--- config.mk ---
export PLATFORM = sky130hd
export DESIGN_NAME = counter_sweep_ctrl_flat
export DESIGN_NICKNAME = d
export VERILOG_FILES = /design/src/rtl/counter_pkg.sv /design/src/rtl/counter_sweep_ctrl_if.sv /design/src/rtl/counter_sweep_ctrl.sv /design/src/flat_wrapper.sv
export SDC_FILE = /design/constraint.sdc
export NUM_CORES = 1
export LEC_CHECK = 0
export CORE_MARGIN = 5
export CORE_UTILIZATION = 65
export DETAILED_ROUTE_END_ITERATION = 10
export DONT_BUFFER_PORTS = 1
export PLACE_DENSITY_LB_ADDON = 0.2
export SYNTH_ARGS = -nofsm -noshare
export SYNTH_HDL_FRONTEND = slang
export SYNTH_SLANG_ARGS = --single-unit
--- constraint.sdc ---
create_clock -name clk -period 5.3 [get_ports clk]
set_clock_uncertainty 0.15 [all_clocks]
set_input_delay 1.06 -clock clk [delete_from_list [all_inputs] [get_ports clk]]
set_output_delay 1.06 -clock clk [all_outputs]
set_load 0.05 [all_outputs]
--- src/rtl/counter_pkg.sv ---
// Shared types and constants for the counter sweep sequencer.
package counter_pkg;

    localparam int unsigned CTR_W = 4;
    localparam int unsigned REP_W = 4;

    // Encoding of the counter's up_down pin
    localparam logic CTR_UP   = 1'b0;
    localparam logic CTR_DOWN = 1'b1;

    typedef enum logic [1:0] {
        StIdle,
        StLoad,
        StRun,
        StDone
    } sweep_state_t;

    typedef struct packed {
        logic [CTR_W-1:0] start_val;
        logic [CTR_W-1:0] end_val;
        logic [REP_W-1:0] reps;
        logic             pingpong;
    } sweep_cmd_t;

endpackage

--- src/rtl/counter_sweep_ctrl_if.sv ---
// Sweep command valid/ready channel between host and sequencer.
interface counter_sweep_ctrl_if #(
    parameter int unsigned W  = 4,
    parameter int unsigned RW = 4
) ();

    logic          cmd_valid;
    logic          cmd_ready;
    logic [W-1:0]  cmd_start;
    logic [W-1:0]  cmd_end;
    logic [RW-1:0] cmd_reps;
    logic          cmd_pingpong;

    modport master (
        output cmd_valid,
        output cmd_start,
        output cmd_end,
        output cmd_reps,
        output cmd_pingpong,
        input  cmd_ready
    );

    modport slave (
        input  cmd_valid,
        input  cmd_start,
        input  cmd_end,
        input  cmd_reps,
        input  cmd_pingpong,
        output cmd_ready
    );

endinterface

--- src/rtl/counter_sweep_ctrl.sv ---
// Sweep sequencer for up_down_counter: takes start/end/repeat commands and drives the
// counter pins until the programmed sequence completes.
// Optional feature: define COUNTER_SWEEP_PINGPONG_EN to enable ping-pong repeats; when
// undefined, cmd_pingpong is ignored and every repeat reloads the start value.
module counter_sweep_ctrl
    import counter_pkg::*;
#(
    parameter int unsigned W  = 4,
    parameter int unsigned RW = 4
) (
    input  logic                  clk,
    input  logic                  rst,
    counter_sweep_ctrl_if.slave   cmd,
    input  logic                  abort,
    input  logic [W-1:0]          ctr_count,
    output logic                  ctr_enable,
    output logic                  ctr_up_down,
    output logic                  ctr_load,
    output logic [W-1:0]          ctr_data_in,
    output logic                  busy,
    output logic                  done
);

    sweep_state_t  state_q, state_d;
    logic [W-1:0]  start_q, start_d;
    logic [W-1:0]  end_q, end_d;
    logic [RW-1:0] reps_q, reps_d;
    logic          dir_q, dir_d;

`ifdef COUNTER_SWEEP_PINGPONG_EN
    logic          pp_q, pp_d;
`else
    logic          unused_pingpong;
    assign unused_pingpong = cmd.cmd_pingpong;
`endif

    // Next-state, command latching and counter pin decode
    always_comb begin
        state_d       = state_q;
        start_d       = start_q;
        end_d         = end_q;
        reps_d        = reps_q;
        dir_d         = dir_q;
`ifdef COUNTER_SWEEP_PINGPONG_EN
        pp_d          = pp_q;
`endif
        cmd.cmd_ready = 1'b0;
        ctr_enable    = 1'b0;
        ctr_up_down   = 1'b0;
        ctr_load      = 1'b0;
        ctr_data_in   = '0;
        done          = 1'b0;

        unique case (state_q)
            StIdle: begin
                cmd.cmd_ready = 1'b1;
                // abort is deliberately ignored here
                if (cmd.cmd_valid) begin
                    start_d = cmd.cmd_start;
                    end_d   = cmd.cmd_end;
                    reps_d  = cmd.cmd_reps;
                    dir_d   = (cmd.cmd_end < cmd.cmd_start) ? CTR_DOWN : CTR_UP;
`ifdef COUNTER_SWEEP_PINGPONG_EN
                    pp_d    = cmd.cmd_pingpong;
`endif
                    state_d = StLoad;
                end
            end
            StLoad: begin
                ctr_up_down = dir_q;
                ctr_data_in = start_q;
                if (abort) begin
                    state_d = StIdle;
                end else begin
                    ctr_load = 1'b1;
                    state_d  = StRun;
                end
            end
            StRun: begin
                ctr_up_down = dir_q;
                if (abort) begin
                    state_d = StIdle;
                end else begin
                    // Combinational so the counter stops exactly on the end value
                    ctr_enable = (ctr_count != end_q);
                    if (ctr_count == end_q) begin
                        if (reps_q == '0) begin
                            state_d = StDone;
                        end else begin
                            reps_d = reps_q - RW'(1);
`ifdef COUNTER_SWEEP_PINGPONG_EN
                            if (pp_q) begin
                                // Bounce back from the far endpoint without reloading
                                start_d = end_q;
                                end_d   = start_q;
                                dir_d   = ~dir_q;
                            end else begin
                                state_d = StLoad;
                            end
`else
                            state_d = StLoad;
`endif
                        end
                    end
                end
            end
            StDone: begin
                done    = 1'b1;
                state_d = StIdle;
            end
            default: begin
                state_d = StIdle;
            end
        endcase
    end

    // State and command registers
    always_ff @(posedge clk or posedge rst) begin
        if (rst) begin
            state_q <= StIdle;
            start_q <= '0;
            end_q   <= '0;
            reps_q  <= '0;
            dir_q   <= CTR_UP;
`ifdef COUNTER_SWEEP_PINGPONG_EN
            pp_q    <= 1'b0;
`endif
        end else begin
            state_q <= state_d;
            start_q <= start_d;
            end_q   <= end_d;
            reps_q  <= reps_d;
            dir_q   <= dir_d;
`ifdef COUNTER_SWEEP_PINGPONG_EN
            pp_q    <= pp_d;
`endif
        end
    end

    assign busy = (state_q != StIdle);

endmodule

--- src/flat_wrapper.sv ---
// flat-port wrapper written by rule: the top's interface ports become plain ports
module counter_sweep_ctrl_flat import counter_pkg::*;
#(
    parameter int unsigned W  = 4,
    parameter int unsigned RW = 4
)
  (clk, rst, abort, ctr_count, ctr_enable, ctr_up_down, ctr_load, ctr_data_in, busy, done, cmd_cmd_valid, cmd_cmd_start, cmd_cmd_end, cmd_cmd_reps, cmd_cmd_pingpong, cmd_cmd_ready);
  counter_sweep_ctrl_if #(.W(W), .RW(RW)) cmd_i ();
  input  logic clk;
  input  logic rst;
  input  logic abort;
  input  logic [W-1:0] ctr_count;
  output logic ctr_enable;
  output logic ctr_up_down;
  output logic ctr_load;
  output logic [W-1:0] ctr_data_in;
  output logic busy;
  output logic done;
  input wire logic [$bits(cmd_i.cmd_valid)-1:0] cmd_cmd_valid;
  input wire logic [$bits(cmd_i.cmd_start)-1:0] cmd_cmd_start;
  input wire logic [$bits(cmd_i.cmd_end)-1:0] cmd_cmd_end;
  input wire logic [$bits(cmd_i.cmd_reps)-1:0] cmd_cmd_reps;
  input wire logic [$bits(cmd_i.cmd_pingpong)-1:0] cmd_cmd_pingpong;
  output wire logic [$bits(cmd_i.cmd_ready)-1:0] cmd_cmd_ready;
  assign cmd_i.cmd_valid = cmd_cmd_valid;
  assign cmd_i.cmd_start = cmd_cmd_start;
  assign cmd_i.cmd_end = cmd_cmd_end;
  assign cmd_i.cmd_reps = cmd_cmd_reps;
  assign cmd_i.cmd_pingpong = cmd_cmd_pingpong;
  assign cmd_cmd_ready = cmd_i.cmd_ready;
  counter_sweep_ctrl #(.W(W), .RW(RW)) u_core (.clk(clk), .rst(rst), .cmd(cmd_i), .abort(abort), .ctr_count(ctr_count), .ctr_enable(ctr_enable), .ctr_up_down(ctr_up_down), .ctr_load(ctr_load), .ctr_data_in(ctr_data_in), .busy(busy), .done(done));
endmodule
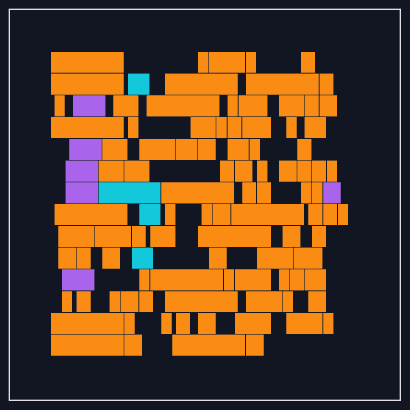
**Above:** run 1 (drive-strength map).
Drawn at 8 px/um.
| size | color | cells |
|---|---|---|
| drive 2 | purple | 6 |
| drive 3 to 4 | cyan | 4 |
| drive 1 or less | orange | 95 |

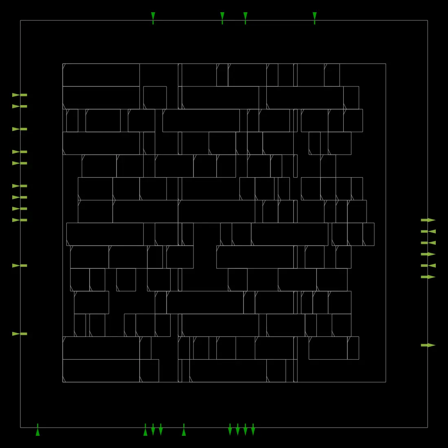
**Above:** run 1 (placement view).
Final Core Density: 68.5%
Post-Layout Cell Count: 121

==> impl_metrics.csv, run 1 <==
group,metric,value,unit
run_status,status,"complete, no violations",
setup_path,worstSetupStartpoint,"ctr_count[3]",
worst_hold_path,hold_path.class,"reg -> reg",
logic_synthesis,yosys-stat-area,973,um2
route,dr.pass1.iters,6,
clock_network,numCtsBuffers,3,
route,drt-met1-wl,765,um
setup_path,r2r-end,"u_core.reps_q[0]$_DFFE_PP0P_",
layout,syn_to_final_growth,3.60,%
global_route,grt_util_met2,26.1,%
pwr,power,0.694,mW
placement,post_dp_cell_area,982,um2
route,top_layer_used,"met4",
setup_path,critPathBufInv,0,
clock_network,cts_tree,"done",
clock_network,cts_resized,0,
floorplan,ios,31,
setup_path,cp_num_cells,3,
sta,hold_viol,0,
sta,fmax,320,MHz
global_route,grt_pass1_wl,3170,um
route,vias,718,
route,remaining_drc_errors,0,
clock_network,cts_num_sinks,15,
sta,worstMarginPinSlew,1.01,ns
sta,layout_setup_ws,2.17,ns
placement,dp_slack,2.16,ns
clock_network,cts_hold_buf,0,
layout,lay_top_count,"dfrtp_1",
global_route,grt_util_met1,21.1,%
layout,final_nets,136,
floorplan,die_y,48.7,um
placement,gp_congestion,0.766,
floorplan,core_area,1470,um2
global_route,grt_pass1_vias,727,
logic_synthesis,ys_seq_share,38.6,%
logic_synthesis,synth_flops,15,
route,drt_iter0_markers,4,
setup_path,slowest_delay,0.52,ns
global_route,grt_overflow,0,
floorplan,core_util_floorplan,66.2,%
layout,num_antenna_cells,0,
setup_path,r2r_cells,7,
logic_synthesis,edf_count,0,
job,openroad.warnings,31,
setup_path,critPathCapture,"ctr_enable",
route,met3_length,124,um
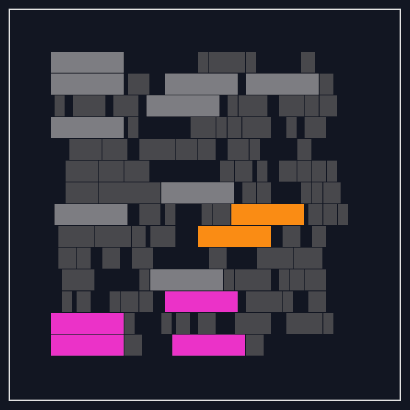
**Above:** run 1 (where the registers sit).
Drawn at 8 px/um. Other sequential cells in the stronger gray, the rest of the logic in the fainter gray.
| netlist name | color | sequential cells |
|---|---|---|
| u_core.state_q | orange | 2 |
| u_core.start_q | magenta | 4 |
not colored: 9
Flop area: 375 um2
Seq/total area: 37.2%
Seq. pwr: 0.213 mW

## run 1: cells by family after synthesis
kind of cell,Yosys count,synth area share [%]
compound gates,20,12.5
xor+xnor,4,3.60
fa+ha+maj,9,11.6
buf+inv,13,5.01
flops,15,38.6
mux,7,7.84
simple gates,36,21.0
## run 1: power breakdown
part	switching [mW]	leakage (nW)	internal, mW
clock	0.0338	0.0150	0.0292
sequential	0.0397	0.179	0.173
combinational	0.287	0.270	0.131
## run 1: flip-flops by register name, summed over array words and instances (netlist names)
name	cells
u_core.end_q	4
u_core.reps_q	4
u_core.start_q	4
u_core.state_q	2
u_core.dir_q	1
## run 1: layout make-up
cell class | count | area (um2)
multi-input cells | 76 | 549
clock buffers | 4 | 26.3
well taps | 16 | 20.0
flip-flops and latches | 15 | 375
inverters | 10 | 37.5
fillers | 135 | 463
## run 1: how the worst min path moves through the flow
stage / start / cells after the start / endpoint / slack, ns
after floorplan: u_core.start_q[1]$_DFFE_PP0P_ / 2 / u_core.start_q[1]$_DFFE_PP0P_ / 0.29
after global placement: u_core.start_q[3]$_DFFE_PP0P_ / 2 / u_core.start_q[3]$_DFFE_PP0P_ / 0.30
after detailed placement: u_core.start_q[1]$_DFFE_PP0P_ / 2 / u_core.start_q[1]$_DFFE_PP0P_ / 0.32
after CTS: u_core.start_q[1]$_DFFE_PP0P_ / 2 / u_core.start_q[1]$_DFFE_PP0P_ / 0.34
after global routing: u_core.dir_q$_DFFE_PP0P_ / 1 / u_core.dir_q$_DFFE_PP0P_ / 0.38
final: u_core.start_q[1]$_DFFE_PP0P_ / 2 / u_core.start_q[1]$_DFFE_PP0P_ / 0.34
## Run 2: what changed since run 1
--- a/config.mk
+++ b/config.mk
@@ -6,7 +6,7 @@
 export NUM_CORES = 1
 export LEC_CHECK = 0
 export CORE_MARGIN = 5
-export CORE_UTILIZATION = 65
+export CORE_UTILIZATION = 55
 export DETAILED_ROUTE_END_ITERATION = 10
 export DONT_BUFFER_PORTS = 1
 export PLACE_DENSITY_LB_ADDON = 0.2
==> constraint.sdc (replaced) <==
create_clock -name clk -period 2.66 [get_ports clk]
set_clock_uncertainty 0.15 [all_clocks]
set_input_delay 0.532 -clock clk [delete_from_list [all_inputs] [get_ports clk]]
set_output_delay 0.532 -clock clk [all_outputs]
set_load 0.05 [all_outputs]
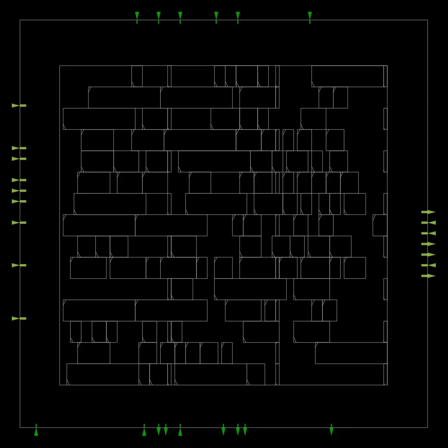
**Above:** run 2 (placement view).
tap cells: 25
Post-Layout Cell Count: 134

==> impl_metrics.csv, run 2 <==
group,metric,value,unit
run_status,status,"complete, no violations",
layout,final_nets,140,
layout,buf_share,2.86,%
pwr,power,1.43,mW
floorplan,ios,31,
layout,largestRegisters,"u_core.end_q x4, u_core.reps_q x4, u_core.start_q x4",
job,openroad.warnings,31,
clock_network,cts_tree,"done",
layout,fillers,154,
layout,comb_share,52.3,%
logic_synthesis,synth_flops,15,
layout,comb_area,549,um2
sta,fmax,436,MHz
route,dr.pass1.iters,4,
setup_path,slowest_delay,0.50,ns
layout,dominant_cells,"logic gates",
layout,n_clock_buffer,3,
worst_hold_path,hold_path.class,"in -> async",
clock_network,numCtsBuffers,3,
logic_synthesis,yosys-stat-area,973,um2
floorplan,core_area,1710,um2
layout,num_antenna_cells,0,
global_route,grt_overflow,0,
route,vias,712,
layout,seq_cells,15,
layout,inverters,10,
floorplan,die_y,52.1,um
placement,post_dp_cell_area,1020,um2
placement,gp_congestion,0.830,
layout,regArea,375,um2
layout,finalCoreUtilization,61.5,%
layout,lay_top_count,"dfrtp_1",
sta,hold_viol,0,
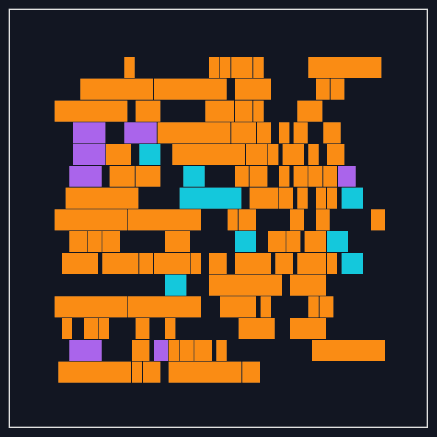
**Above:** run 2 (drive-strength map).
Drawn at 8 px/um.
| size | color | cells |
|---|---|---|
| drive 2 | purple | 7 |
| drive 1 or less | orange | 94 |
| drive 3 to 4 | cyan | 8 |
Repair and plain buffers: 4
Final WS setup: 0.366 ns
Syn-to-layout area delta: 7.97%
Finished Cell Area: 1050 um2

[run 2: cell count changes in the layout (fill, tap and decap cells not counted)]
cell and change:
buf_4 +4, clkbuf_1 -1, clkinv_2 +1
[run 2: logic make-up (layout without fill, tap and decap cells)]
logic type / Yosys count / count (layout) / synth area share (%)
AND/OR/NAND/NOR: 36 / 36 / 21.0
AND-OR/OR-AND: 20 / 20 / 12.5
flip-flops: 15 / 15 / 38.6
buffers and inverters: 13 / 18 / 5.01
adder cells (fa/ha/maj): 9 / 9 / 11.6
multiplexers: 7 / 7 / 7.84
XOR/XNOR: 4 / 4 / 3.60
[run 2: final timing paths]
path,from,end,cells past startpoint
setup / recovery,u_core.state_q[0]$_DFFE_PP0P_,ctr_enable,4
hold / removal,rst,u_core.end_q[3]$_DFFE_PP0P_,1
setup reg to reg,u_core.end_q[3]$_DFFE_PP0P_,u_core.state_q[1]$_DFFE_PP0P_,5
hold reg to reg,u_core.start_q[3]$_DFFE_PP0P_,u_core.start_q[3]$_DFFE_PP0P_,2
max in group asynchronous,rst,u_core.reps_q[3]$_DFFE_PP0P_,1
min in group clk,cmd_cmd_end[2],u_core.end_q[2]$_DFFE_PP0P_,1
[run 2: worst max-delay path: cells and delay by family (launching register included)]
family | cells | cell delay (ns)
and+or+nand+nor | 2 | 0.60
buffers and inverters | 1 | 0.12
adders and majority gates | 1 | 0.19
DFF | 1 | 0.42
[run 2: routing by layer]
layer  wire (um)  global-route usage (%)
met4           9                    4.37
met1         848                    18.9
met2         874                    25.9
met5           0                       0
met3         146                    6.59
[run 2: power breakdown]
group / switching, mW / internal, mW / total [mW]
Clock: 0.0776 / 0.0558 / 0.133
Combinational: 0.579 / 0.292 / 0.872
Sequential: 0.0771 / 0.345 / 0.422
Total: 0.734 / 0.693 / 1.43
## Run 3: what changed since run 2
--- a/config.mk
+++ b/config.mk
@@ -9,6 +9,7 @@
 export CORE_UTILIZATION = 55
 export DETAILED_ROUTE_END_ITERATION = 10
 export DONT_BUFFER_PORTS = 1
+export MAX_ROUTING_LAYER = met4
 export PLACE_DENSITY_LB_ADDON = 0.2
 export SYNTH_ARGS = -nofsm -noshare
 export SYNTH_HDL_FRONTEND = slang
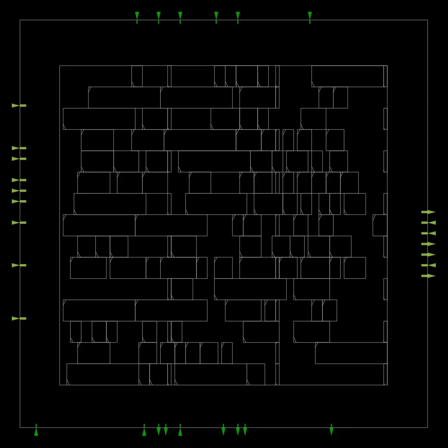
**Above:** run 3 (placement view).
num rows: 15
Final Core Density: 61.5%
registers: 15
Seq/total area: 35.7%
Core Box Area: 1710 um2

==> impl_metrics.csv, run 3 <==
group,metric,value,unit
pwr,comb_power_share,61.1,%
logic_synthesis,ys_cells,104,
logic_synthesis,synth_flops,15,
layout,final_nets,140,
route,dr.pass1.iters,4,
logic_synthesis,synth_cells,104,
pwr,power,1.43,mW
logic_synthesis,yosys-stat-area,973,um2
layout,lay_top_count,"dfrtp_1",
logic_synthesis,ff_type,"dfrtp_1",
layout,largestRegisters,"u_core.end_q x4, u_core.reps_q x4, u_core.start_q x4",
sta,hold_viol,0,
floorplan,ios,31,
global_route,grt_pass1_vias,765,
clock_network,numCtsBuffers,3,
run_status,status,"complete, no violations",
layout,num_antenna_cells,0,
route,vias,712,
sta,fmax,436,MHz
placement,gp_congestion,0.843,
pwr,power_frac_seq,29.6,%
setup_path,critPathCapture,"ctr_enable",
floorplan,die_y,52.1,um
pwr,p_clk_share,9.3,%
clock_network,cts_buffer_depth,2,
pwr,intPower,0.693,mW
setup_path,worstSetupStartpoint,"u_core.state_q[0]$_DFFE_PP0P_",
sta,timing.hold.ws,0.0339,ns
pwr,p_sw,0.734,mW
pwr,power.share.switching,51.5,%
logic_synthesis,synth_cell_types,28,
logic_synthesis,ys_seq_share,38.6,%
worst_hold_path,hold_path.class,"in -> async",
layout,layout-drive-gt1-share,13.8,%
global_route,grt_overflow,0,
layout,syn_to_final_growth,7.97,%
placement,place_inst,130,
pwr,max-vdd-ir-drop,0.764,mV
pwr,leakage,0.487,nW
setup_path,reg2reg_from,"u_core.end_q[3]$_DFFE_PP0P_",
setup_path,r2r-end,"u_core.state_q[1]$_DFFE_PP0P_",
job,openroad.warnings,31,
layout,finalNonFillerCells,134,
route,drt_iter0_markers,6,
setup_path,r2r_cells,5,
job,max_cap_violations,0,
sta,setup_viol,0,
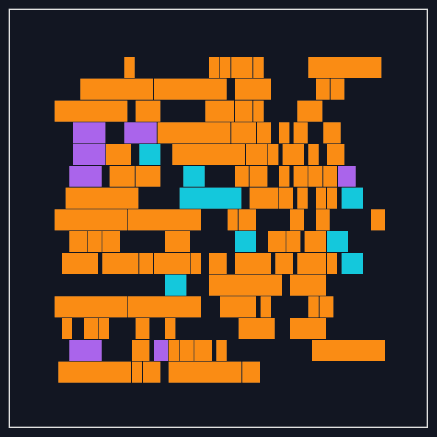
**Above:** run 3 (drive-strength map).
Drawn at 8 px/um.
| size | color | cells |
|---|---|---|
| drive 3 to 4 | cyan | 8 |
| drive 1 or less | orange | 94 |
| drive 2 | purple | 7 |

## run 3: metal layers
| layer | track usage (%) | wire length (um) |
|---|---|---|
| met5 | - | 0 |
| met4 | 4.37 | 9 |
| met3 | 5.44 | 119 |
| met1 | 19.6 | 874 |
| met2 | 25.9 | 876 |
## run 3: power by group through the flow
stage / registers (mW) / clock network (mW) / logic [mW]
2_1_floorplan: 0.408 / 0 / 0.745
3_3_place_gp: 0.424 / 0 / 0.851
3_5_place_dp: 0.428 / 0 / 0.881
4_1_cts: 0.422 / 0.136 / 0.882
5_1_grt: 0.438 / 0.152 / 0.956
6_report: 0.422 / 0.133 / 0.872
## run 3: area by class of cell
| class | count | area (um2) |
|---|---|---|
| fill | 154 | 657 |
| clock buffer | 3 | 22.5 |
| inverter | 10 | 37.5 |
| timing repair buffer | 4 | 30.0 |
| clock inverter | 1 | 5.00 |
| multi-input combinational | 76 | 549 |
| sequential | 15 | 375 |
| tap | 25 | 31.3 |
## run 3: cell families after synthesis
group,Yosys count,synth area share (%)
flip-flops,15,38.6
buffers and inverters,13,5.01
XOR/XNOR,4,3.60
AND-OR/OR-AND,20,12.5
adder cells (fa/ha/maj),9,11.6
AND/OR/NAND/NOR,36,21.0
multiplexers,7,7.84
## run 3: per-stage QoR
step	worst slack [ns]	instance area [um2]
after detailed placement	0.515	1020
after floorplan	0.365	973
final	0.366	1050
after global placement	0.547	1020
after global routing	0.282	1050
after CTS	0.352	1050
## run 3: critical path: stages, from the launching register on
cell      delay, ns
dfrtp_1        0.42
inv_1          0.12
ha_1           0.19
nand2b_1       0.10
nor2_2         0.50
Power and IR drop assume default switching activity.
